--- src/rtl/video_stream_gen_if.sv ---
// rtl/video_stream_gen_if.sv - pixel/strobe stream bundle between generator and scaler
interface video_stream_gen_if #(
  parameter int PIXEL_WIDTH = 12
);
  logic [PIXEL_WIDTH-1:0] do_o;
  logic                   de_o;
  logic                   hs_o;
  logic                   vs_o;

  modport master (output do_o, de_o, hs_o, vs_o);
  modport slave  (input  do_o, de_o, hs_o, vs_o);
endinterface

--- src/rtl/video_stream_gen.sv ---
// rtl/video_stream_gen.sv - synthetic test-pattern video source with blanking and sparse pacing
module video_stream_gen #(
  parameter int PIXEL_WIDTH = 12,
  parameter int SPARSE_OUT  = 0,
  parameter int LINE_GAP    = 16,
  parameter int FRAME_GAP   = 64
) (
  input  logic                      clk,
  input  logic                      rst_n,
  input  logic                      enable,
  input  logic [15:0]               line_size,
  input  logic [15:0]               line_count,
  input  logic [1:0]                pattern_sel,
  video_stream_gen_if.master        vid,
  output logic                      busy_o,
  output logic                      frame_done_o
);

  typedef enum logic [2:0] {IDLE, START, LINE, LGAP, FGAP} state_t;

  // Terminal counts for the shared slot/gap counter
  localparam logic [15:0] SP_LAST = 16'(SPARSE_OUT);
  localparam logic [15:0] LG_LAST = 16'(LINE_GAP - 1);
  localparam logic [15:0] FG_LAST = 16'(FRAME_GAP);
  localparam logic [15:0] FG_PRE  = 16'(FRAME_GAP - 1);

  state_t state, state_d;
  logic [15:0] x, x_d, y, y_d, cnt, cnt_d;
  logic [15:0] size_q, size_d, count_q, count_d;
  logic [1:0]  pat_q, pat_d;
  logic [15:0] sum;
  logic [PIXEL_WIDTH-1:0] pix, do_d;
  logic de_d, hs_d, vs_d, busy_d, fd_d;
  logic go;

  assign go = enable && (line_size != 16'd0) && (line_count != 16'd0);

  // Pixel value for the current (x, y) under the latched pattern
  always_comb begin
    sum = x + y;
    case (pat_q)
      2'd0:    pix = PIXEL_WIDTH'(x);
      2'd1:    pix = PIXEL_WIDTH'(y);
      2'd2:    pix = (x[3] ^ y[3]) ? '1 : '0;
      default: pix = PIXEL_WIDTH'(sum);
    endcase
  end

  // State register
  always_ff @(posedge clk or negedge rst_n) begin
    if (!rst_n) state <= IDLE;
    else        state <= state_d;
  end

  // Next-state, counter and output-next logic; pixel outputs trail the state by one cycle
  always_comb begin
    state_d = state;
    x_d     = x;
    y_d     = y;
    cnt_d   = cnt;
    size_d  = size_q;
    count_d = count_q;
    pat_d   = pat_q;
    case (state)
      IDLE: begin
        if (go) state_d = START;
      end
      START: begin
        size_d  = line_size;
        count_d = line_count;
        pat_d   = pattern_sel;
        x_d     = 16'd0;
        y_d     = 16'd0;
        cnt_d   = 16'd0;
        state_d = LINE;
      end
      LINE: begin
        if (cnt == SP_LAST) begin
          cnt_d = 16'd0;
          if (x == size_q - 16'd1) state_d = (y == count_q - 16'd1) ? FGAP : LGAP;
          else                     x_d = x + 16'd1;
        end else begin
          cnt_d = cnt + 16'd1;
        end
      end
      LGAP: begin
        if (cnt == LG_LAST) begin
          cnt_d   = 16'd0;
          x_d     = 16'd0;
          y_d     = y + 16'd1;
          state_d = LINE;
        end else begin
          cnt_d = cnt + 16'd1;
        end
      end
      FGAP: begin
        if (cnt == FG_LAST) begin
          cnt_d   = 16'd0;
          state_d = go ? START : IDLE;
        end else begin
          cnt_d = cnt + 16'd1;
        end
      end
      default: state_d = IDLE;
    endcase

    de_d   = (state == LINE) && (cnt == 16'd0);
    do_d   = de_d ? pix : '0;
    hs_d   = de_d && (x == 16'd0);
    vs_d   = hs_d && (y == 16'd0);
    busy_d = (state_d != IDLE);
    fd_d   = (state == FGAP) && (cnt == FG_PRE);
  end

  // Datapath and registered outputs
  always_ff @(posedge clk or negedge rst_n) begin
    if (!rst_n) begin
      x            <= 16'd0;
      y            <= 16'd0;
      cnt          <= 16'd0;
      size_q       <= 16'd0;
      count_q      <= 16'd0;
      pat_q        <= 2'd0;
      vid.do_o     <= '0;
      vid.de_o     <= 1'b0;
      vid.hs_o     <= 1'b0;
      vid.vs_o     <= 1'b0;
      busy_o       <= 1'b0;
      frame_done_o <= 1'b0;
    end else begin
      x            <= x_d;
      y            <= y_d;
      cnt          <= cnt_d;
      size_q       <= size_d;
      count_q      <= count_d;
      pat_q        <= pat_d;
      vid.do_o     <= do_d;
      vid.de_o     <= de_d;
      vid.hs_o     <= hs_d;
      vid.vs_o     <= vs_d;
      busy_o       <= busy_d;
      frame_done_o <= fd_d;
    end
  end

endmodule
--- src/flat_wrapper.sv ---
// flat-port wrapper written by rule: the top's interface ports become plain ports
module video_stream_gen_flat 
#(
  parameter int PIXEL_WIDTH = 12,
  parameter int SPARSE_OUT  = 0,
  parameter int LINE_GAP    = 16,
  parameter int FRAME_GAP   = 64
)
  (clk, rst_n, enable, line_size, line_count, pattern_sel, busy_o, frame_done_o, vid_do_o, vid_de_o, vid_hs_o, vid_vs_o);
  video_stream_gen_if #(.PIXEL_WIDTH(PIXEL_WIDTH)) vid_i ();
  input  logic clk;
  input  logic rst_n;
  input  logic enable;
  input  logic [15:0] line_size;
  input  logic [15:0] line_count;
  input  logic [1:0] pattern_sel;
  output logic busy_o;
  output logic frame_done_o;
  output wire logic [$bits(vid_i.do_o)-1:0] vid_do_o;
  output wire logic [$bits(vid_i.de_o)-1:0] vid_de_o;
  output wire logic [$bits(vid_i.hs_o)-1:0] vid_hs_o;
  output wire logic [$bits(vid_i.vs_o)-1:0] vid_vs_o;
  assign vid_do_o = vid_i.do_o;
  assign vid_de_o = vid_i.de_o;
  assign vid_hs_o = vid_i.hs_o;
  assign vid_vs_o = vid_i.vs_o;
  video_stream_gen #(.PIXEL_WIDTH(PIXEL_WIDTH), .SPARSE_OUT(SPARSE_OUT), .LINE_GAP(LINE_GAP), .FRAME_GAP(FRAME_GAP)) u_core (.clk(clk), .rst_n(rst_n), .enable(enable), .line_size(line_size), .line_count(line_count), .pattern_sel(pattern_sel), .vid(vid_i), .busy_o(busy_o), .frame_done_o(frame_done_o));
endmodule
--- config.mk ---
export PLATFORM = sky130hd
export DESIGN_NAME = video_stream_gen_flat
export DESIGN_NICKNAME = d
export VERILOG_FILES = /design/src/rtl/video_stream_gen_if.sv /design/src/rtl/video_stream_gen.sv /design/src/flat_wrapper.sv
export SDC_FILE = /design/constraint.sdc
export NUM_CORES = 1
export LEC_CHECK = 0
export CAP_MARGIN = 10
export CORE_UTILIZATION = 50
export CTS_BUF_LIST = sky130_fd_sc_hd__clkbuf_8
export DETAILED_ROUTE_END_ITERATION = 8
export GPL_TIMING_DRIVEN = 0
export PLACE_DENSITY = 0.73
export SYNTH_ARGS = -nofsm -noshare
export SYNTH_HDL_FRONTEND = slang
export SYNTH_SLANG_ARGS = --single-unit
--- constraint.sdc ---
create_clock -name clk -period 2.75 [get_ports clk]
set_input_delay 0.4125 -clock clk [delete_from_list [all_inputs] [get_ports clk]]
set_output_delay 0.4125 -clock clk [all_outputs]
set_load 0.01 [all_outputs]
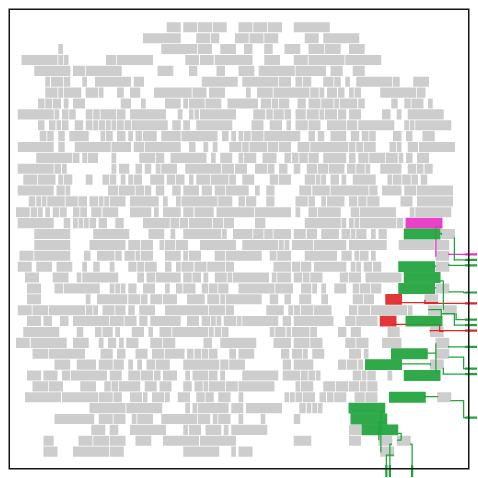
port_nets.png
Scale: 4 px per um.
vid_hs_o: drawn in magenta, bits 1, direction output, edge right, end cells 1, wire 13.4 um. pattern_sel: drawn in red, bits 2, direction input, edge right, end cells 2, wire 45.1 um. vid_do_o: drawn in green, bits 12, direction output, edge 9 right, 3 bottom, end cells 12, wire 134 um.

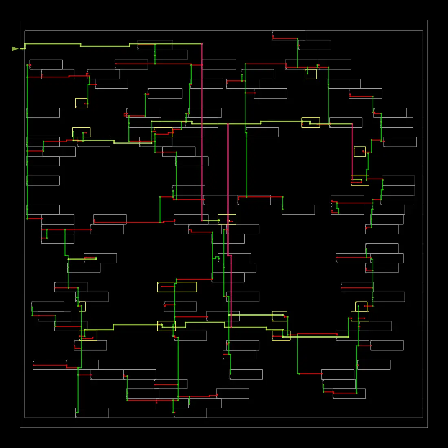
final_clocks.png
power consumed by the clock network: 1.00 mW
number of clock buffers inserted by TritonCTS: 9

==> run summary <==
Update from the flow run.

Clock tree synthesis selected as its root buffer the cell sky130_fd_sc_hd__clkbuf_8. The worst setup slack after layout is -0.165 ns. For reference, the critical path is captured by u_core.y[13]$_DFFE_PN0P_. The final max-slew violation count recorded for this run is 0. The run finished, with violations left. The final setup skew is ~0.016 ns. The type of the setup path with the least slack is reg -> reg. In the detailed route, the total length drawn on met3 is 808 um. The synthesis report names the predominant flop master as sky130_fd_sc_hd__dfrtp_1. The final setup violation count is 19. The worst endpoint required time is roughly 3.0 ns.

Per the timing report, the most critical flop-to-flop path originates at u_core.cnt[13]$_DFFE_PN0P_. For this sky-water flow run, the detailed-routed wirelength per cell is reported as between 15 and 20 um. The worst relative slew slack is a little over half. Wires add up to ~16 mm.

The total iterations of the first detailed-routing run is 5. The nature of the critical path startpoint is a register. In this run, synthesis produced a sequential element count of slightly above 100. The cell sequence reported for the critical path is or4_4 -> or3_4 -> or3_4 -> buf_6 -> buf_6 -> a211o_4 -> nor2_4 -> nand4_1 -> xor2_1 -> nor2_1. The OpenROAD report gives the critical path a data arrival time of roughly 3.2 ns.

After synthesis, the share of flip-flops with an asynchronous set or reset is 100%. The number of well taps is about 170. The power per standard cell area is 559 nW/um2. The layout report lists the combined flip-flop and latch area as ~2600 um2. The initial antenna violation count is 0. ~54 I/O pins were placed. The post-CTS setup repair buffer count is 17. The fraction of layout instances using a drive strength above 1 is 19.8%. The first-pass GRT wire length is between 20 and 30 mm. The uppermost layer routed is met4.

Dividing the final minimum period by the clock period gives 106%. The reg2reg setup slack is -0.17 ns. The most common logic cells in the final layout are sky130_fd_sc_hd__dfrtp_1, sky130_fd_sc_hd__nor2_1, sky130_fd_sc_hd__clkdlybuf4s50_1. The chip height is around 110 um. The checks that failed: setup timing.

The highest clock rate this design can be run at is between 0.3 and 0.4 GHz. The worst reg-to-reg path cell count is 10. The number of nets in the layout is around 840.

The minimum period implied by the final worst setup slack is just under 3 ns. The footprint of the multi-input gates is slightly below 4000 um2. The total via count in the routed design is 5640. The row count is approximately 40. The fraction of cell area in non-clock buffers is 11.7%. The post-CTS hold buffer count recorded in the log is 1. Looking at the reg2reg group, the worst path ends at u_core.y[13]$_DFFE_PN0P_. After detailed routing, the wire length on met1 is 7.19 mm.
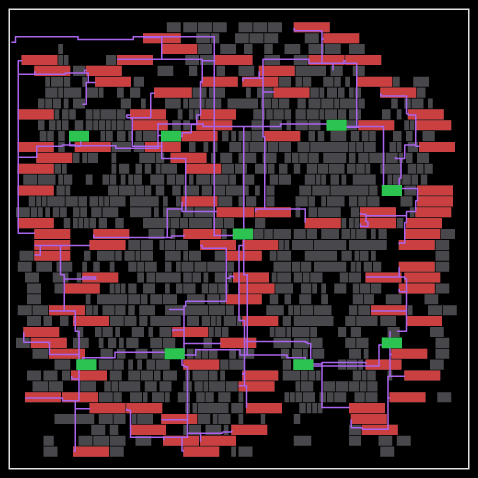
clock_map.png
Scale: 4 px per um.
cells driving clock nets: drawn in green, count 9. clock wires: drawn in purple, length 1300 um. flip-flops: drawn in red, count 102.
Position of the flops: all over the die. There are 10 routed clock nets.

==> report_power, final <==
| part | switching (mW) | leakage (nW) | internal (mW) | total [mW] |
|---|---|---|---|---|
| Sequential | 0.168 | 1.30 | 1.66 | 1.83 |
| Clock | 0.567 | 0.106 | 0.433 | 1.00 |
| Combinational | 0.863 | 1.75 | 0.751 | 1.61 |
==> state kept, by name (all words and copies together) (netlist names) <==
| register | cells |
|---|---|
| u_core.busy_o | 1 |
| u_core.cnt | 16 |
| u_core.count_q | 16 |
| u_core.frame_done_o | 1 |
| u_core.pat_q | 2 |
| u_core.size_q | 16 |
| u_core.state | 3 |
| u_core.vid.de_o | 1 |
| u_core.vid.do_o | 12 |
| u_core.vid.hs_o | 1 |
| u_core.vid.vs_o | 1 |
| u_core.x | 16 |
| u_core.y | 16 |
==> metal layers <==
| layer | global-route usage [%] | vias to the layer above |
|---|---|---|
| met2 | 44.5 | 149 |
| met1 | 32.6 | 2783 |
| met5 | 0 | - |
| li1 | - | 2683 |
| met3 | 6.30 | 25 |
| met4 | 9.52 | 0 |
==> synthesized netlist by cell type (3+ instances only) <==
cell	instances
sky130_fd_sc_hd__dfrtp_1	102
sky130_fd_sc_hd__nor2_1	59
sky130_fd_sc_hd__nand2_1	48
sky130_fd_sc_hd__o21ai_0	42
sky130_fd_sc_hd__xor2_1	35
sky130_fd_sc_hd__nand3_1	33
sky130_fd_sc_hd__xnor2_1	33
sky130_fd_sc_hd__clkbuf_1	30
sky130_fd_sc_hd__mux2_2	30
sky130_fd_sc_hd__a21oi_1	26
sky130_fd_sc_hd__nor4_1	26
sky130_fd_sc_hd__inv_1	21
sky130_fd_sc_hd__nor3_1	21
sky130_fd_sc_hd__ha_1	19
sky130_fd_sc_hd__nand4_1	19
sky130_fd_sc_hd__or3_1	16
sky130_fd_sc_hd__nor2b_1	13
sky130_fd_sc_hd__a211oi_1	11
sky130_fd_sc_hd__nand2b_1	8
sky130_fd_sc_hd__a311oi_1	7
sky130_fd_sc_hd__and3_1	6
sky130_fd_sc_hd__o31ai_1	6
sky130_fd_sc_hd__a31oi_1	5
sky130_fd_sc_hd__nand3b_1	5
sky130_fd_sc_hd__o41ai_1	5
sky130_fd_sc_hd__or2_2	5
sky130_fd_sc_hd__and2_1	4
sky130_fd_sc_hd__mux2i_1	4
sky130_fd_sc_hd__or4_1	4
sky130_fd_sc_hd__a22o_1	3
sky130_fd_sc_hd__a311o_1	3
sky130_fd_sc_hd__nand4b_1	3
sky130_fd_sc_hd__o211ai_1	3
sky130_fd_sc_hd__o21a_1	3
==> kinds of logic (layout without fill, tap and decap cells) <==
| group | Yosys count | count (layout) | share of synthesized area [%] |
|---|---|---|---|
| compound gates | 133 | 133 | 13.7 |
| xor+xnor | 68 | 68 | 9.41 |
| fa+ha+maj | 20 | 20 | 4.07 |
| buf+inv | 53 | 148 | 3.28 |
| flops | 102 | 102 | 40.3 |
| mux | 36 | 36 | 6.68 |
| simple gates | 276 | 276 | 22.5 |
==> stage by stage <==
step	std cells	instance area, um2
floorplan	688	6330
global placement	909	7080
detailed placement	910	7100
CTS	944	7680
global route	951	7950
finish	951	7950
Power and IR drop assume default switching activity.
